[config.mk]
export PLATFORM = sky130hd
export DESIGN_NAME = id_ex_alu_feed_flat
export DESIGN_NICKNAME = d
export VERILOG_FILES = /design/src/rtl/id_ex_alu_feed_if.sv /design/src/rtl/id_ex_alu_feed.sv /design/src/flat_wrapper.sv
export SDC_FILE = /design/constraint.sdc
export NUM_CORES = 1
export LEC_CHECK = 0
export ABC_AREA = 1
export CAP_MARGIN = 15
export CORE_UTILIZATION = 30
export DETAILED_ROUTE_END_ITERATION = 10
export HOLD_SLACK_MARGIN = 0.06
export PLACE_DENSITY_LB_ADDON = 0.12
export SYNTH_ARGS = -nofsm -noshare
export SYNTH_HDL_FRONTEND = slang
export SYNTH_SLANG_ARGS = --single-unit
[constraint.sdc]
create_clock -name clk -period 1.8 [get_ports clk]
set_input_delay 0.36 -clock clk [delete_from_list [all_inputs] [get_ports clk]]
set_output_delay 0.36 -clock clk [all_outputs]
set_load 0.05 [all_outputs]
[src/rtl/id_ex_alu_feed_if.sv]
// EX-stage operand/select bundle leaving the ID/EX register.
// master: the pipeline register that drives it; slave: the ALU / MEM side that reads it.
interface id_ex_alu_feed_if #(
  parameter int DW = 32,
  parameter int RW = 5
);
  logic [DW-1:0] EX_rd1;
  logic [DW-1:0] EX_alu_in2;
  logic [2:0]    EX_alu_select;
  logic [DW-1:0] EX_rd2;
  logic          EX_valid;
  logic [RW-1:0] EX_dst;
  logic          EX_regwrite;
  logic          EX_illegal;

  modport master (
    output EX_rd1, EX_alu_in2, EX_alu_select, EX_rd2,
           EX_valid, EX_dst, EX_regwrite, EX_illegal
  );

  modport slave (
    input  EX_rd1, EX_alu_in2, EX_alu_select, EX_rd2,
           EX_valid, EX_dst, EX_regwrite, EX_illegal
  );
endinterface

[src/rtl/id_ex_alu_feed.sv]
// ID/EX pipeline register feeding the execute-stage ALU.
// Captures decoded operands/control, decodes the 3-bit ALU select, extends the
// immediate and applies the ALUSrc mux on the EX side.
// Optional feature: define FORWARDING_EN to add MEM/WB operand forwarding after
// the EX register (MEM has priority over WB, register $0 never forwarded).
module id_ex_alu_feed #(
  parameter int DW = 32,
  parameter int RW = 5
) (
  input  logic          clk,
  input  logic          rst_n,
  input  logic          stall,
  input  logic          flush,
  input  logic          ID_valid,
  input  logic [DW-1:0] ID_rd1,
  input  logic [DW-1:0] ID_rd2,
  input  logic [15:0]   ID_imm16,
  input  logic [1:0]    ID_aluop,
  input  logic [5:0]    ID_funct,
  input  logic          ID_alusrc,
  input  logic [RW-1:0] ID_rs,
  input  logic [RW-1:0] ID_rt,
  input  logic [RW-1:0] ID_dst,
  input  logic          ID_regwrite,
  input  logic          MEM_regwrite,
  input  logic [RW-1:0] MEM_dst,
  input  logic [DW-1:0] MEM_result,
  input  logic          WB_regwrite,
  input  logic [RW-1:0] WB_dst,
  input  logic [DW-1:0] WB_result,
  id_ex_alu_feed_if.master ex
);

  localparam logic [2:0] SEL_AND = 3'b000;
  localparam logic [2:0] SEL_OR  = 3'b001;
  localparam logic [2:0] SEL_ADD = 3'b010;
  localparam logic [2:0] SEL_SUB = 3'b110;
  localparam logic [2:0] SEL_SLT = 3'b111;

  // EX register state
  logic          valid_q,    valid_d;
  logic          regwrite_q, regwrite_d;
  logic          illegal_q,  illegal_d;
  logic [2:0]    sel_q,      sel_d;
  logic          alusrc_q,   alusrc_d;
  logic [DW-1:0] rd1_q,      rd1_d;
  logic [DW-1:0] rd2_q,      rd2_d;
  logic [DW-1:0] imm_q,      imm_d;
  logic [RW-1:0] rs_q,       rs_d;
  logic [RW-1:0] rt_q,       rt_d;
  logic [RW-1:0] dst_q,      dst_d;

  // Decoded ID-side values
  logic [2:0]    dec_sel;
  logic          dec_illegal;
  logic [DW-1:0] dec_imm;

  // Decode ALUOp/funct into the ALU select and extend the immediate
  always_comb begin
    dec_sel     = SEL_ADD;
    dec_illegal = 1'b0;
    case (ID_aluop)
      2'b00: dec_sel = SEL_ADD;
      2'b01: dec_sel = SEL_SUB;
      2'b11: dec_sel = SEL_OR;
      default: begin
        case (ID_funct)
          6'b100000: dec_sel = SEL_ADD;
          6'b100010: dec_sel = SEL_SUB;
          6'b100100: dec_sel = SEL_AND;
          6'b100101: dec_sel = SEL_OR;
          6'b101010: dec_sel = SEL_SLT;
          default: begin
            dec_sel     = SEL_ADD;
            dec_illegal = 1'b1;
          end
        endcase
      end
    endcase
    // ori uses a logical immediate; everything else is arithmetic
    if (ID_aluop == 2'b11) begin
      dec_imm = {{(DW-16){1'b0}}, ID_imm16};
    end else begin
      dec_imm = {{(DW-16){ID_imm16[15]}}, ID_imm16};
    end
  end

  // Next-state: flush beats stall beats load; an invalid ID slot loads a bubble
  always_comb begin
    valid_d    = valid_q;
    regwrite_d = regwrite_q;
    illegal_d  = illegal_q;
    sel_d      = sel_q;
    alusrc_d   = alusrc_q;
    rd1_d      = rd1_q;
    rd2_d      = rd2_q;
    imm_d      = imm_q;
    rs_d       = rs_q;
    rt_d       = rt_q;
    dst_d      = dst_q;
    if (flush || (!stall && !ID_valid)) begin
      valid_d    = 1'b0;
      regwrite_d = 1'b0;
      illegal_d  = 1'b0;
      sel_d      = SEL_ADD;
      alusrc_d   = 1'b0;
      rd1_d      = '0;
      rd2_d      = '0;
      imm_d      = '0;
      rs_d       = '0;
      rt_d       = '0;
      dst_d      = '0;
    end else if (!stall) begin
      valid_d    = 1'b1;
      regwrite_d = ID_regwrite;
      illegal_d  = dec_illegal;
      sel_d      = dec_sel;
      alusrc_d   = ID_alusrc;
      rd1_d      = ID_rd1;
      rd2_d      = ID_rd2;
      imm_d      = dec_imm;
      rs_d       = ID_rs;
      rt_d       = ID_rt;
      dst_d      = ID_dst;
    end
  end

  // EX register; reset state is a bubble with the ADD select
  always_ff @(posedge clk or negedge rst_n) begin
    if (!rst_n) begin
      valid_q    <= 1'b0;
      regwrite_q <= 1'b0;
      illegal_q  <= 1'b0;
      sel_q      <= SEL_ADD;
      alusrc_q   <= 1'b0;
      rd1_q      <= '0;
      rd2_q      <= '0;
      imm_q      <= '0;
      rs_q       <= '0;
      rt_q       <= '0;
      dst_q      <= '0;
    end else begin
      valid_q    <= valid_d;
      regwrite_q <= regwrite_d;
      illegal_q  <= illegal_d;
      sel_q      <= sel_d;
      alusrc_q   <= alusrc_d;
      rd1_q      <= rd1_d;
      rd2_q      <= rd2_d;
      imm_q      <= imm_d;
      rs_q       <= rs_d;
      rt_q       <= rt_d;
      dst_q      <= dst_d;
    end
  end

  logic [DW-1:0] fwd_rs;
  logic [DW-1:0] fwd_rt;

`ifdef FORWARDING_EN
  // Forward live MEM/WB results onto captured operands; MEM is the younger producer
  always_comb begin
    fwd_rs = rd1_q;
    fwd_rt = rd2_q;
    if (MEM_regwrite && (MEM_dst == rs_q) && (rs_q != '0)) begin
      fwd_rs = MEM_result;
    end else if (WB_regwrite && (WB_dst == rs_q) && (rs_q != '0)) begin
      fwd_rs = WB_result;
    end
    if (MEM_regwrite && (MEM_dst == rt_q) && (rt_q != '0)) begin
      fwd_rt = MEM_result;
    end else if (WB_regwrite && (WB_dst == rt_q) && (rt_q != '0)) begin
      fwd_rt = WB_result;
    end
  end
`else
  // No forwarding: operands come straight from the EX register
  always_comb begin
    fwd_rs = rd1_q;
    fwd_rt = rd2_q;
  end

  // Forwarding-only inputs and specifiers are intentionally left unconnected
  logic unused_fwd;
  assign unused_fwd = ^{MEM_regwrite, MEM_dst, MEM_result,
                        WB_regwrite, WB_dst, WB_result, rs_q, rt_q};
`endif

  // Drive the EX-side bundle, applying the ALUSrc mux on operand B
  always_comb begin
    ex.EX_rd1        = fwd_rs;
    ex.EX_alu_in2    = alusrc_q ? imm_q : fwd_rt;
    ex.EX_rd2        = fwd_rt;
    ex.EX_alu_select = sel_q;
    ex.EX_valid      = valid_q;
    ex.EX_dst        = dst_q;
    ex.EX_regwrite   = regwrite_q;
    ex.EX_illegal    = illegal_q;
  end

endmodule

[src/flat_wrapper.sv]
// flat-port wrapper written by rule: the top's interface ports become plain ports
module id_ex_alu_feed_flat 
#(
  parameter int DW = 32,
  parameter int RW = 5
)
  (clk, rst_n, stall, flush, ID_valid, ID_rd1, ID_rd2, ID_imm16, ID_aluop, ID_funct, ID_alusrc, ID_rs, ID_rt, ID_dst, ID_regwrite, MEM_regwrite, MEM_dst, MEM_result, WB_regwrite, WB_dst, WB_result, ex_EX_rd1, ex_EX_alu_in2, ex_EX_alu_select, ex_EX_rd2, ex_EX_valid, ex_EX_dst, ex_EX_regwrite, ex_EX_illegal);
  id_ex_alu_feed_if #(.DW(DW), .RW(RW)) ex_i ();
  input  logic clk;
  input  logic rst_n;
  input  logic stall;
  input  logic flush;
  input  logic ID_valid;
  input  logic [DW-1:0] ID_rd1;
  input  logic [DW-1:0] ID_rd2;
  input  logic [15:0] ID_imm16;
  input  logic [1:0] ID_aluop;
  input  logic [5:0] ID_funct;
  input  logic ID_alusrc;
  input  logic [RW-1:0] ID_rs;
  input  logic [RW-1:0] ID_rt;
  input  logic [RW-1:0] ID_dst;
  input  logic ID_regwrite;
  input  logic MEM_regwrite;
  input  logic [RW-1:0] MEM_dst;
  input  logic [DW-1:0] MEM_result;
  input  logic WB_regwrite;
  input  logic [RW-1:0] WB_dst;
  input  logic [DW-1:0] WB_result;
  output wire logic [$bits(ex_i.EX_rd1)-1:0] ex_EX_rd1;
  output wire logic [$bits(ex_i.EX_alu_in2)-1:0] ex_EX_alu_in2;
  output wire logic [$bits(ex_i.EX_alu_select)-1:0] ex_EX_alu_select;
  output wire logic [$bits(ex_i.EX_rd2)-1:0] ex_EX_rd2;
  output wire logic [$bits(ex_i.EX_valid)-1:0] ex_EX_valid;
  output wire logic [$bits(ex_i.EX_dst)-1:0] ex_EX_dst;
  output wire logic [$bits(ex_i.EX_regwrite)-1:0] ex_EX_regwrite;
  output wire logic [$bits(ex_i.EX_illegal)-1:0] ex_EX_illegal;
  assign ex_EX_rd1 = ex_i.EX_rd1;
  assign ex_EX_alu_in2 = ex_i.EX_alu_in2;
  assign ex_EX_alu_select = ex_i.EX_alu_select;
  assign ex_EX_rd2 = ex_i.EX_rd2;
  assign ex_EX_valid = ex_i.EX_valid;
  assign ex_EX_dst = ex_i.EX_dst;
  assign ex_EX_regwrite = ex_i.EX_regwrite;
  assign ex_EX_illegal = ex_i.EX_illegal;
  id_ex_alu_feed #(.DW(DW), .RW(RW)) u_core (.clk(clk), .rst_n(rst_n), .stall(stall), .flush(flush), .ID_valid(ID_valid), .ID_rd1(ID_rd1), .ID_rd2(ID_rd2), .ID_imm16(ID_imm16), .ID_aluop(ID_aluop), .ID_funct(ID_funct), .ID_alusrc(ID_alusrc), .ID_rs(ID_rs), .ID_rt(ID_rt), .ID_dst(ID_dst), .ID_regwrite(ID_regwrite), .MEM_regwrite(MEM_regwrite), .MEM_dst(MEM_dst), .MEM_result(MEM_result), .WB_regwrite(WB_regwrite), .WB_dst(WB_dst), .WB_result(WB_result), .ex(ex_i));
endmodule
==> run_results.csv <==
group,metric,value,unit
global_routing,grt_use_met1,22.6,%
logic_synthesis,synth_warnings,0,
setup_path,startpoint,"u_core.alusrc_q",
global_routing,antenna_found_initial,0,
route,wl_met2,5410,µm
cells_and_area,seq_share,34.1,%
die,core_area,12800,µm²
status,status,"finished, final reports clean",
logic_synthesis,yosys.area_share.adder,0,%
global_routing,grt_max_degree,39,
job,max-cap-violations,0,
route,drt-pass1-iter-count,4,
die,die_x,117,µm
logic_synthesis,syn_inst,369,
setup_path,start_kind,"register",
timing,slew_violations,0,
power_and_ir_drop,p_total,5.14,mW
clock_tree,cts_tree,"yes",
cells_and_area,lay_top_count,"clkdlybuf4s50_1",
setup_path,crit_arrival,1.37,ns
timing,fin_worst_skew,0,ns
clock_tree,clk_path_buf_depth,2,
route,wl,11400,µm
timing,slew_headroom,74.0,%
global_routing,grt_pass1_vias,3440,
die,rows,41,
setup_path,r2r-start,"u_core.alusrc_q",
==> flip-flops by register name (all words and copies together) (netlist names) <==
name and flops:
u_core.ex.EX_rd2 32, u_core.alusrc_q 1, u_core.ex.EX_alu_select 3, u_core.ex.EX_rd1 32, u_core.ex.EX_valid 1, u_core.ex.EX_regwrite 1, u_core.ex.EX_illegal 1, u_core.imm_q 17
u_core.ex.EX_dst 5
==> synth_stat cells <==
library cell	n
dfrtp_1	92
a22o_1	54
nand2_1	54
inv_1	43
o21ai_0	35
o21ai_2	30
buf_2	11
nor2_1	11
nand2_2	10
nand3_1	7
buf_4	5
clkbuf_1	4
buf_12	2
buf_8	2
a21oi_1	1
dfstp_2	1
inv_4	1
nand2_4	1
nor2_2	1
nor2_4	1
nor3_1	1
o21ai_1	1
o31ai_1	1
==> metrics by stage <==
stage                     instance area [µm²]  std cells  worst slack [ns]  setup TNS [ns]  utilization, %
after global routing                     6830        753          -0.00656        -0.00656            53.5
after global placement                   6530        737             0.106               0            51.1
after CTS                                6820        753            0.0284               0            53.4
after detailed placement                 6530        737            0.0299               0            51.1
after floorplan                          4080        369           -0.0282         -0.0847               -
final                                    6830        753            0.0683               0            53.5
==> repair_timing <==
action	CTS	global route
hold buffers	1	0
setup buffers	0	0
endpoints found under the hold margin	26	0
resized	1	3
endpoints found under the setup margin	1	4
==> power by group through the flow <==
| stage | combinational [mW] | clock [mW] | sequential (mW) |
|---|---|---|---|
| 6_report | 1.14 | 1.79 | 2.21 |
| 5_1_grt | 1.22 | 1.93 | 2.22 |
| 4_1_cts | 1.16 | 1.85 | 2.21 |
| 3_5_place_dp | 1.16 | 0 | 2.25 |
| 3_3_place_gp | 1.15 | 0 | 2.25 |
| 2_1_floorplan | 0.338 | 0 | 2.47 |
**Wires at chosen ports, followed through buffers**

The bar under the picture is 20 µm long.
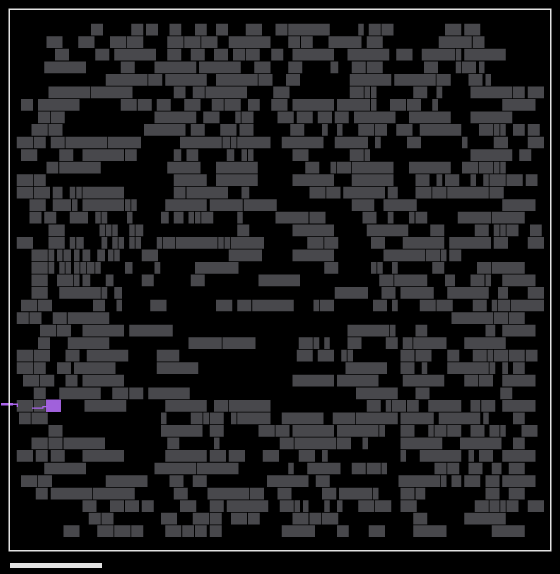
port	colour	bits	direction	end cells	buffers	wire
ID_regwrite	purple	1	input	1	1	5.20 µm

**Zoomed window**

Region (9, 68) to (49, 108) µm. Cells in grey, sequential cells in the stronger grey; small squares are vias.
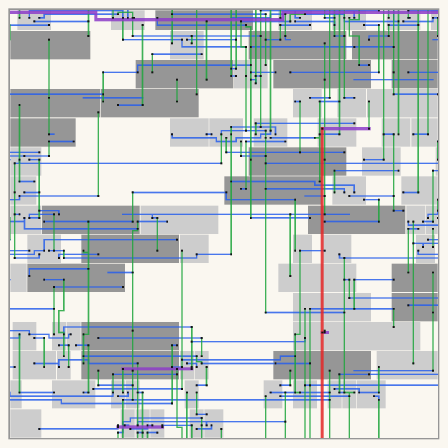
layer	colour
metal 1	blue
metal 4	red
metal 2	green
metal 3	purple
cells with their middle in the window	76
most frequent	dfrtp_1 (18), a22o_1 (14), nand2_1 (9)
netlist names of flops here include	u_core.ex.EX_rd1 (10), u_core.ex.EX_dst (4), u_core.ex.EX_alu_select (2)
sequential cells in the window	18

**Sequential cells coloured by netlist name**

The bar under the picture is 20 µm long. Other sequential cells in the stronger grey, the rest of the logic in the fainter grey.
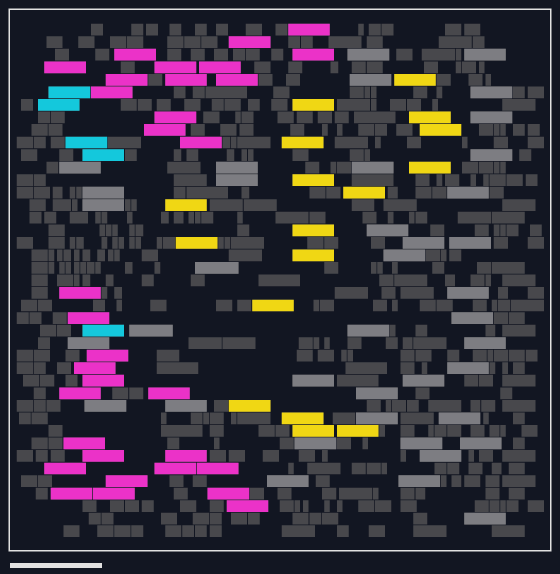
netlist name	colour	placed flops
u_core.imm_q	yellow	17
u_core.ex.EX_rd1	magenta	32
u_core.ex.EX_dst	cyan	5
not coloured	39

**Signal wires by layer**

Only two layers are drawn.
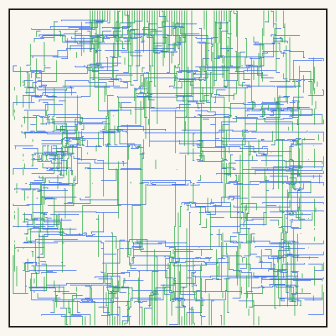
layer	colour	wire length
metal 1	blue	5,040 µm
metal 2	green	5,410 µm

**The clock network**

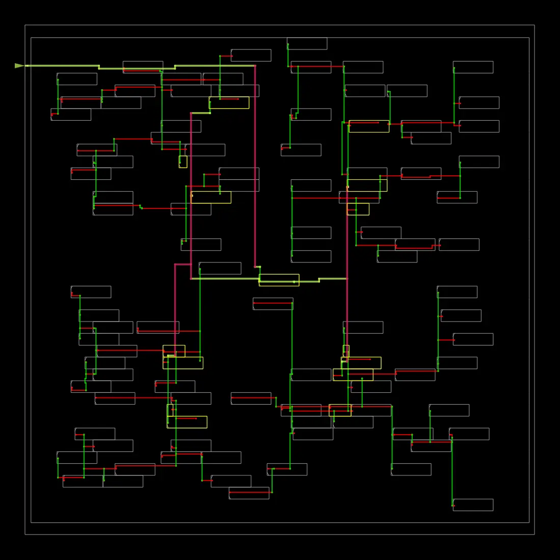
Clk power: 1.79 mW
Flops: 93

Power and IR drop assume default switching activity.
